File: config.mk
export PLATFORM = sky130hd
export DESIGN_NAME = mult_div_ctrl
export DESIGN_NICKNAME = d
export VERILOG_FILES = /design/src/rtl/mult_div_ctrl.sv
export SDC_FILE = /design/constraint.sdc
export NUM_CORES = 1
export LEC_CHECK = 0
export CAP_MARGIN = 20
export CORE_ASPECT_RATIO = 0.7
export CORE_MARGIN = 8
export CORE_UTILIZATION = 54
export CTS_CLUSTER_SIZE = 20
export DETAILED_ROUTE_END_ITERATION = 6
export MAX_ROUTING_LAYER = met4
export PLACE_DENSITY = 0.78
export SYNTH_ARGS = -nofsm -noshare
export SYNTH_HDL_FRONTEND = slang
export SYNTH_SLANG_ARGS = --single-unit
File: constraint.sdc
create_clock -name clk -period 4.5 [get_ports clk]
set_input_delay 0.9 -clock clk [delete_from_list [all_inputs] [get_ports clk]]
set_output_delay 0.9 -clock clk [all_outputs]
set_load 0.02 [all_outputs]
File: src/rtl/mult_div_ctrl.sv
// mult_div_ctrl: sequential signed multiply/divide unit with its own controller.
// The main control FSM of the multicycle MIPS datapath pulses start_mult or
// start_div and stalls while busy is high. Results are written to internal
// HI/LO registers, and done pulses once they have been updated.
//
// Ports:
//   clk         system clock, rising edge
//   reset       synchronous active-high reset
//   start_mult  begin signed MULT a*b (sampled only in idle)
//   start_div   begin signed DIV a/b (sampled only in idle; MULT wins if both)
//   a, b        operands rs/rt, captured when a start is accepted
//   busy        operation in progress
//   done        one-cycle pulse after HI/LO are updated
//   div_zero    one-cycle pulse when a DIV is started with b == 0
//   hi_out      HI register (product high word / remainder)
//   lo_out      LO register (product low word / quotient)
module mult_div_ctrl #(
  parameter int unsigned WIDTH = 32,
  parameter int unsigned CNT_W = 6
) (
  input  logic             clk,
  input  logic             reset,
  input  logic             start_mult,
  input  logic             start_div,
  input  logic [WIDTH-1:0] a,
  input  logic [WIDTH-1:0] b,
  output logic             busy,
  output logic             done,
  output logic             div_zero,
  output logic [WIDTH-1:0] hi_out,
  output logic [WIDTH-1:0] lo_out
);

  typedef enum logic [1:0] {StIdle, StMult, StDiv, StFin} state_t;

  state_t r_state, w_state_next;

  // Shared working registers:
  //   multiply: r_acc_hi = A (one guard bit), r_acc_lo = Q, r_qm1 = q-1, r_opnd = multiplicand
  //   divide:   r_acc_hi = partial remainder, r_acc_lo = dividend/quotient, r_opnd = |divisor|
  logic [WIDTH:0]   r_acc_hi;
  logic [WIDTH-1:0] r_acc_lo;
  logic             r_qm1;
  logic [WIDTH-1:0] r_opnd;
  logic             r_neg_q;
  logic             r_neg_r;
  logic             r_dz;
  logic [CNT_W-1:0] r_cnt;
  logic [WIDTH-1:0] r_hi;
  logic [WIDTH-1:0] r_lo;

  logic             w_last;
  logic             w_opnd_zero;
  logic [WIDTH-1:0] w_abs_a;
  logic [WIDTH-1:0] w_abs_b;
  logic [WIDTH:0]   w_m_ext;
  logic [WIDTH:0]   w_booth_sum;
  logic [WIDTH:0]   w_mul_hi;
  logic [WIDTH-1:0] w_mul_lo;
  logic             w_mul_qm1;
  logic [WIDTH:0]   w_shift;
  logic             w_ge;
  logic [WIDTH:0]   w_div_hi;
  logic [WIDTH-1:0] w_div_lo;
  logic [WIDTH-1:0] w_quo_signed;
  logic [WIDTH-1:0] w_rem_signed;

  assign w_last      = (r_cnt == CNT_W'(WIDTH - 1));
  assign w_opnd_zero = (r_opnd == '0);

  // Unsigned magnitudes; the most negative value maps to 0x80000000 as required.
  assign w_abs_a = a[WIDTH-1] ? -a : a;
  assign w_abs_b = b[WIDTH-1] ? -b : b;

  // Booth step. A carries one guard bit so A - M cannot overflow when
  // M = -2^(WIDTH-1).
  assign w_m_ext = {r_opnd[WIDTH-1], r_opnd};

  always_comb begin
    w_booth_sum = r_acc_hi;
    unique case ({r_acc_lo[0], r_qm1})
      2'b01:   w_booth_sum = r_acc_hi + w_m_ext;
      2'b10:   w_booth_sum = r_acc_hi - w_m_ext;
      default: w_booth_sum = r_acc_hi;
    endcase
  end

  // Arithmetic right shift of {A, Q, q-1}.
  assign w_mul_hi  = {w_booth_sum[WIDTH], w_booth_sum[WIDTH:1]};
  assign w_mul_lo  = {w_booth_sum[0], r_acc_lo[WIDTH-1:1]};
  assign w_mul_qm1 = r_acc_lo[0];

  // Restoring division step on magnitudes.
  assign w_shift  = {r_acc_hi[WIDTH-1:0], r_acc_lo[WIDTH-1]};
  assign w_ge     = (w_shift >= {1'b0, r_opnd});
  assign w_div_hi = w_ge ? (w_shift - {1'b0, r_opnd}) : w_shift;
  assign w_div_lo = {r_acc_lo[WIDTH-2:0], w_ge};

  // Truncating signs: quotient sign a^b, remainder follows the dividend.
  assign w_quo_signed = r_neg_q ? -w_div_lo : w_div_lo;
  assign w_rem_signed = r_neg_r ? -w_div_hi[WIDTH-1:0] : w_div_hi[WIDTH-1:0];

  // State register.
  always_ff @(posedge clk) begin
    if (reset) begin
      r_state <= StIdle;
    end else begin
      r_state <= w_state_next;
    end
  end

  // Next-state logic.
  always_comb begin
    w_state_next = r_state;
    unique case (r_state)
      StIdle: begin
        if (start_mult) begin
          w_state_next = StMult;
        end else if (start_div) begin
          w_state_next = StDiv;
        end
      end
      StMult: begin
        if (w_last) w_state_next = StFin;
      end
      StDiv: begin
        // A zero divisor skips all iterations.
        if (w_opnd_zero || w_last) w_state_next = StFin;
      end
      StFin:   w_state_next = StIdle;
      default: w_state_next = StIdle;
    endcase
  end

  // Datapath.
  always_ff @(posedge clk) begin
    if (reset) begin
      r_acc_hi <= '0;
      r_acc_lo <= '0;
      r_qm1    <= 1'b0;
      r_opnd   <= '0;
      r_neg_q  <= 1'b0;
      r_neg_r  <= 1'b0;
      r_dz     <= 1'b0;
      r_cnt    <= '0;
      r_hi     <= '0;
      r_lo     <= '0;
    end else begin
      unique case (r_state)
        StIdle: begin
          if (start_mult || start_div) begin
            r_cnt    <= '0;
            r_dz     <= 1'b0;
            r_acc_hi <= '0;
            r_qm1    <= 1'b0;
            if (start_mult) begin
              r_acc_lo <= a;
              r_opnd   <= b;
            end else begin
              r_acc_lo <= w_abs_a;
              r_opnd   <= w_abs_b;
              r_neg_q  <= a[WIDTH-1] ^ b[WIDTH-1];
              r_neg_r  <= a[WIDTH-1];
            end
          end
        end
        StMult: begin
          r_acc_hi <= w_mul_hi;
          r_acc_lo <= w_mul_lo;
          r_qm1    <= w_mul_qm1;
          r_cnt    <= r_cnt + CNT_W'(1);
          if (w_last) begin
            r_hi <= w_mul_hi[WIDTH-1:0];
            r_lo <= w_mul_lo;
          end
        end
        StDiv: begin
          if (w_opnd_zero) begin
            r_dz <= 1'b1;
          end else begin
            r_acc_hi <= w_div_hi;
            r_acc_lo <= w_div_lo;
            r_cnt    <= r_cnt + CNT_W'(1);
            if (w_last) begin
              r_hi <= w_rem_signed;
              r_lo <= w_quo_signed;
            end
          end
        end
        default: ;
      endcase
    end
  end

  assign busy     = (r_state == StMult) || (r_state == StDiv);
  assign done     = (r_state == StFin) && !r_dz;
  assign div_zero = (r_state == StFin) && r_dz;
  assign hi_out   = r_hi;
  assign lo_out   = r_lo;

endmodule

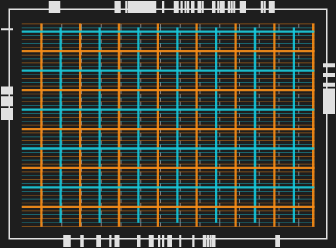
Fig. 1. Supply network (run 1).
Pins as bars on the die edge. Tap cells in grey.
Cyan stands for VDD. Orange stands for VSS.
378 tap cells. 10 straps on met5. 53 met1 rails follow the rows. The core has 52 rows.

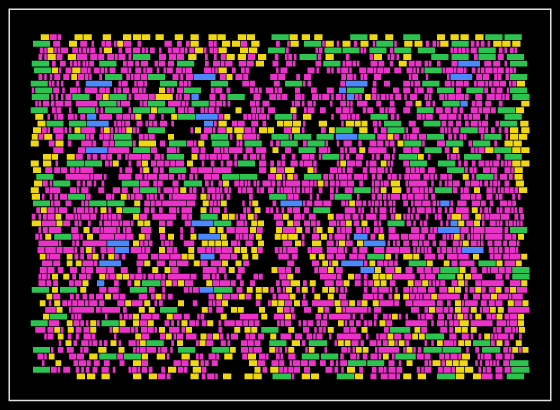
Fig. 2. Placement by cell class (run 1).
Blue stands for clock drivers and dummy loads, cells 32. Green stands for sequential cells, cells 173. Magenta stands for remaining logic cells, cells 1,906. Yellow stands for remaining buffers and delay cells, cells 467.

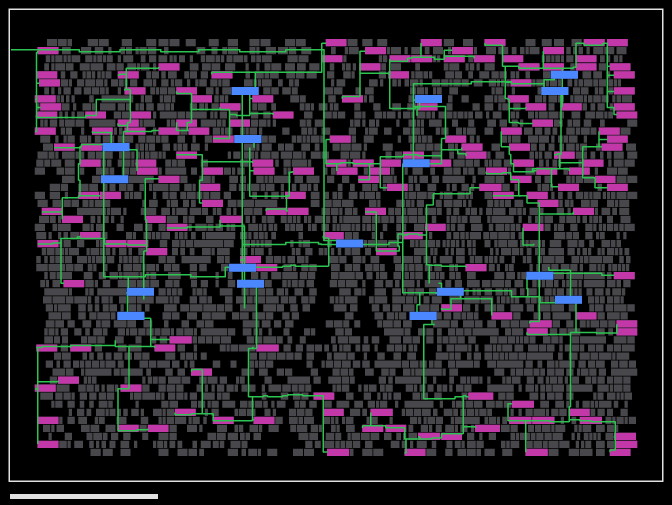
Fig. 3. Clock wires, drivers and flops (run 1).
Bar = 50 um.
Magenta stands for flip-flops, count 173. Green stands for clock wires, length 2,680 um. Blue stands for clock-net drivers, count 17.
There are 18 routed clock nets. Position of the flops: all over the die.

==> results.txt, run 1 <==
flow finished, numbers: clk_buf instances 17, fraction of area in multi-input gates 58.1%, area fraction in and, or, nand and nor cells about a quarter, nature of the critical path startpoint flop, PnR worst setup slack -0.278 ns, parity-gate share of the synthesized area counting xor and xnor cells a little under a tenth, width of the die 221 um, DRC 0, internal power component ~5.6 mW, clock network area share 2.98%, switching power around 5.6 mW, largest cells by area after synthesis dfxtp_1, nand2_1, a21oi_1, sum of met3 wire segment lengths after detailed routing around 6600 um, M2 GR Usage 50.5%, postcts setup bufs 19, required time of the critical path about 4.8 ns, fraction of layout instances using a drive strength above 1 between 20% and 30%, startpoint of the tightest hold check path lo_out[10]$_SDFFE_PP0P_, half-perimeter wire length of the detailed placement result between 40,000 and 50,000 um, Worst Max-Slew Pin Slew roughly 1.2 ns, Register Area roughly 3500 um2, number of global-route vias before repair 17,500, routed wire length ~64,000 um, violation count after the first detailed-routing iteration roughly 2,300, gp weighted congestion 1.04, depth of the worst hold-timing path 2, final setup violating endpoints 24, outcome finished, violations left, count of non-filler cells in the finished layout between 2,000 and 3,000, length of the first detailed-routing pass in iterations 6, nets in the synthesized netlist 2,382, Max Fclk about 210 MHz, reg2reg setup slack -0.28 ns, fill cell count ~2,400, Largest Register r_acc_hi, Cell Pwr Density ~530 nW/um2, violations in the final reports negative setup slack, core occupancy in the finished layout about 72%, count of different cell masters after synthesis ~97, Port Buffer Count between 100 and 150, Power, Total about 11 mW, largest voltage drop on the vdd net ~0.44 mV, maximum count of clock buffers along a single path 2
==> inputs of run 2 (changes only) <==
- CORE_UTILIZATION: 54 -> 45
- PLACE_DENSITY: 0.78 -> 0.67
- SKIP_CTS_REPAIR_TIMING: not set -> 1
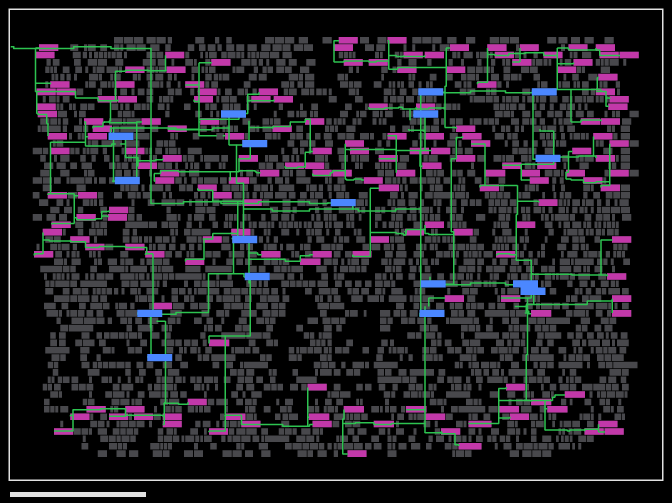
Fig. 4. Clock wires, drivers and flops (run 2).
Bar = 50 um.
Green stands for clock wires, length 2,820 um. Magenta stands for flip-flops, count 173. Blue stands for clock-net drivers, count 17.
There are 18 routed clock nets. Position of the flops: all over the die.

==> results.txt, run 2 <==
flow finished, numbers: outcome finished, violations left, violations in the final reports negative setup slack, final setup violating endpoints 17 (-29%), PnR worst setup slack -0.250 ns (+0.0271 ns), DRC 0 (unchanged), internal power component 5.50 mW (-2.3%), largest voltage drop on the vdd net 0.378 mV (-13%), fraction of area in multi-input gates 58.4% (+0.33 points), Register Area 3490 um2 (about the same), maximum count of clock buffers along a single path 2 (unchanged), largest cells by area after synthesis dfxtp_1, nand2_1, a21oi_1, nature of the critical path startpoint flop, Cell Pwr Density 526 nW/um2 (-1.6%), core occupancy in the finished layout 60.0% (-12 points), count of different cell masters after synthesis 97 (unchanged), fill cell count 3,281 (+36%), startpoint of the tightest hold check path lo_out[0]$_SDFFE_PP0P_, Port Buffer Count 134 (unchanged), switching power 5.45 mW (-2.1%), count of non-filler cells in the finished layout 3,025 (+2.3%), clk_buf instances 18 (+1), number of global-route vias before repair 16,800 (-3.8%), clock network area share 2.82% (-0.16 points)
Power is estimated from default activity; no workload was simulated.
